`config.mk`:
```
export PLATFORM = sky130hd
export DESIGN_NAME = count_stream_checker_step_predictor
export DESIGN_NICKNAME = d
export VERILOG_FILES = /design/src/rtl/count_stream_checker_step_predictor.sv
export SDC_FILE = /design/constraint.sdc
export NUM_CORES = 1
export LEC_CHECK = 0
export CORE_AREA = 3 3 40 42
export DETAILED_ROUTE_END_ITERATION = 16
export DIE_AREA = 0 0 43 45
export DONT_BUFFER_PORTS = 1
export HOLD_SLACK_MARGIN = 0.02
export PLACE_DENSITY = 0.61
export SYNTH_ARGS = -nofsm -noshare
export SYNTH_HDL_FRONTEND = slang
export SYNTH_SLANG_ARGS = --single-unit
```
`constraint.sdc`:
```
create_clock -name clk -period 1.9 [get_ports clk]
set_clock_uncertainty 0.05 [all_clocks]
set_input_delay 0.38 -clock clk [delete_from_list [all_inputs] [get_ports clk]]
set_output_delay 0.38 -clock clk [all_outputs]
set_load 0.05 [all_outputs]
```
`src/rtl/count_stream_checker_step_predictor.sv`:
```
// ============================================================================
//  Module  : count_stream_checker_step_predictor
//  Brief   : Holds the next expected up/down counter values and flags a match.
//  Rev     : 1.0  initial release
// ============================================================================
`default_nettype none

module count_stream_checker_step_predictor #(
    parameter int W = 4
) (
    input  wire logic         clk,
    input  wire logic         reset,
    input  wire logic         load,
    input  wire logic         advance,
    input  wire logic [W-1:0] count1_in,
    input  wire logic [W-1:0] count2_in,
    output logic              match
);

    logic [W-1:0] r_exp1;
    logic [W-1:0] r_exp2;

    // Modulo-2^W arithmetic makes counter wrap-around a normal step.
    always_ff @(posedge clk) begin
        if (reset) begin
            r_exp1 <= '0;
            r_exp2 <= '0;
        end else if (load) begin
            r_exp1 <= count1_in + W'(1);
            r_exp2 <= count2_in - W'(1);
        end else if (advance) begin
            r_exp1 <= r_exp1 + W'(1);
            r_exp2 <= r_exp2 - W'(1);
        end
    end

    assign match = (count1_in == r_exp1) && (count2_in == r_exp2);

endmodule

`default_nettype wire

```
Routing congestion map:
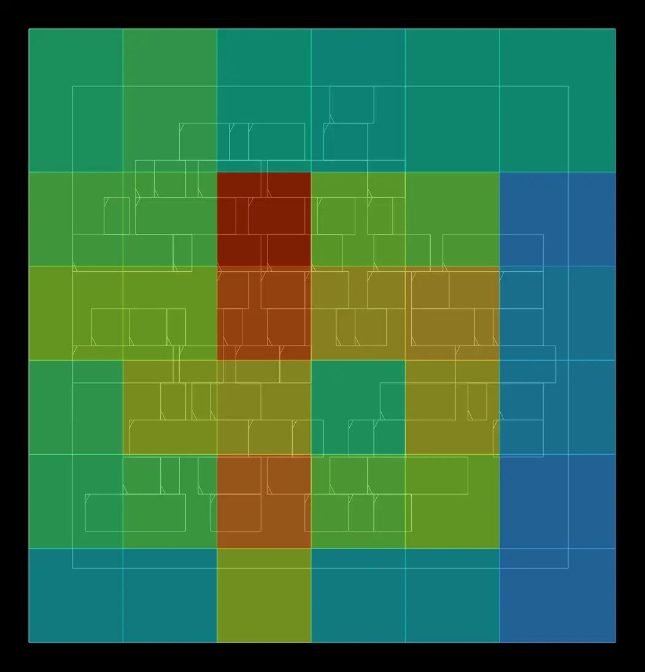
met3 Resource Use GR: 7.57%
final cell utilization of the core: 49.4%

Met2 routing:
Scale: 6 px per um.
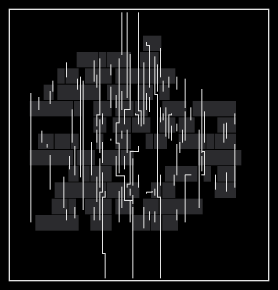
main direction: vertical
wire length on this layer: 502 um
nets with wire on the layer: 64
longest straight run: 21.4 um

==> impl.org <==
#+TITLE: Implementation results

** Status
- Status :: finished, final reports clean

** Cells and area
- Between the synthesized netlist and the finished layout, the area growth was recorded as 2.84%.
- In the final layout, the multi-input gates occupy 422 um^2.
- Flop count :: 8
- In the layout the tool counted multi-input logic cells amounting to 53.
- The clock buffers instantiated in the layout total 3.
- Counting the fill cells in the layout gives 125.
- Combinational share of cell area :: 66.5%
- The layout stage reports a final design area of 634 um^2.
- Antenna cells :: 0
- Largest area class, layout :: combinational gates
- Inverter count :: 1
- The finished layout holds 81 standard cells, fillers aside.

** CTS
- CTS built an H-tree with a depth of 1.
- Register clock-pin slew on the reported worst setup and hold paths :: 60 ps
- TritonCTS built the clock tree.

** Global routing
- Summed over all routing layers, the global router reports a total usage of 12.7%.
- GR Layer Usage met1 :: 16.0%
- Antenna violations before repair :: 0
- The first global-routing pass estimated 1.75 mm of wire.
- Entering global routing, the biggest net connects 17 pins.
- The global router reports that the layer with the highest usage is met2.

** Critical path
- The critical path runs through a total of 4 cells.
- Reg-to-reg critical path endpoint :: r_exp1[2]
- The largest single stage delay on the critical path is 320 ps.
- In this run the critical path is formed by xnor2_1, nand4_1, nor2_1, buf_4.
- The slowest stage of the critical path belongs to the cell sky130_fd_sc_hd__dfxtp_1.
- The script reports the combined buffer and inverter count of the critical path as 1.
- Max Fanout on Critical Path :: 3
- Critical path origin :: r_exp2[3]
- Reg2Reg Launch Point :: r_exp1[0]
- Data on the critical path is required at its endpoint by 1470 ps.
- Reg2Reg Depth :: 5
- Critical setup path kind :: reg2out

** Power
- Comb group :: 0.102 mW
- The analysis reports a worst IR drop on VDD of 0.403 mV.
- Internal cell power :: 0.320 mW
- Reported sequential group power :: 0.204 mW
- The switching portion of total power comes to 26.4%.
- Power attributed to the clock group :: 0.129 mW
- Power share of the clock group :: 29.6%

** Synth
- Ranked by instance count, the synthesized netlist is headed by sky130_fd_sc_hd__xnor2_1, sky130_fd_sc_hd__dfxtp_1, sky130_fd_sc_hd__mux2i_1, sky130_fd_sc_hd__nor2_1.
- Most area-consuming cells after synthesis :: sky130_fd_sc_hd__dfxtp_1, sky130_fd_sc_hd__xnor2_1, sky130_fd_sc_hd__mux2i_1
- Net count entering floorplan :: 80
- The cell area that synthesis handed to floorplanning was 617 um^2.
- Summed over all instances, the cell type with the most area after synthesis is sky130_fd_sc_hd__dfxtp_1.
- After synthesis, the largest area contributor takes up 26.0% of total cell area.
- The synthesis report lists the Yosys warning total as 0.
- Share of async-settable or async-resettable flops after synthesis :: 0%
- Number of synthesized flops with an enable pin :: 0
- Per the synth log, the flip-flop and latch total comes to 8.
- Per the synth stats, the flop cell with the highest instance count is sky130_fd_sc_hd__dfxtp_1.
- Yosys stat counts 66 cells in the synthesized netlist.
- In the synthesized netlist, the number of instances is 66.

** Timing
- The transition time recorded at the tightest slew-check pin is 360 ps.
- Setup repair after global routing left no endpoint under its margin.
- The final layout reports a setup TNS of 0 ps.
- The final timing report lists a hold violation count of 0.
- Setup slack closes at 247 ps.
- In the final report, the number of pins over their slew limit comes to 0.

** Run
- Max-cap violation count :: 0
- Log Warnings :: 26

** Drt
- DRT antenna net count :: 0
- Detailed Routing Iterations Pass 1 :: 4
- Detailed-routed wire length on met3 :: 80 um
- The post-route report lists met1 wire length as 534 um.
- Post-route DRC violation count :: 0
- Per the detail_route report, vias per standard cell equal 5.70.

** Placement
- Counting tap cells, the placed design contains a total of 78 instances.
- Routability congestion estimate from global placement :: 0.745
- Post-place setup slack :: 415 ps
- Per the detailed placement report, the placed cell area equals 612 um^2.

** Floorplan
- According to the floorplan report, the die width is 43 um.
- According to the floorplan report, the total die area is 0.00194 mm^2.
- For this floorplan the total number of well-tap instances is 15.
- Floorplan Utilization :: 48.0%
- Standard cell core area :: 0.00128 mm^2
M3 wires:
Scale: 6 px per um.
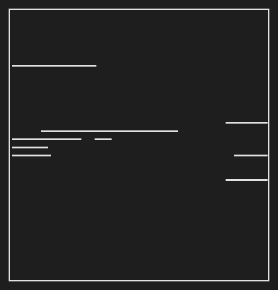
wire length on this layer: 80.7 um
nets with wire on the layer: 8
share of all routed wire: 7.1%
main direction: horizontal
longest straight run: 22.5 um
via count: 462
wirelength, routed: 1.13 mm

kinds of logic (layout without fill, tap and decap cells):
group           count (synthesis)  after routing  synth area share (%)
compound gates                 10             10                  12.2
xor+xnor                       10             10                  14.2
fa+ha+maj                       2              2                  4.06
buf+inv                         5              5                  5.68
flops                           8              8                  26.0
mux                             7              7                  11.8
simple gates                   24             24                  26.2
worst min-delay path by stage:
stage | start | end | slack [ps] | cells after the start
3_3_place_gp | reset | r_exp2[3] | 400 | 1
3_5_place_dp | reset | r_exp2[3] | 400 | 1
5_1_grt | reset | r_exp2[3] | 110 | 1
4_1_cts | reset | r_exp2[3] | 130 | 1
6_report | reset | r_exp2[3] | 140 | 1
2_1_floorplan | r_exp1[1] | r_exp1[1] | 420 | 2
No activity file was given, so power comes from the tool's default toggle rates.
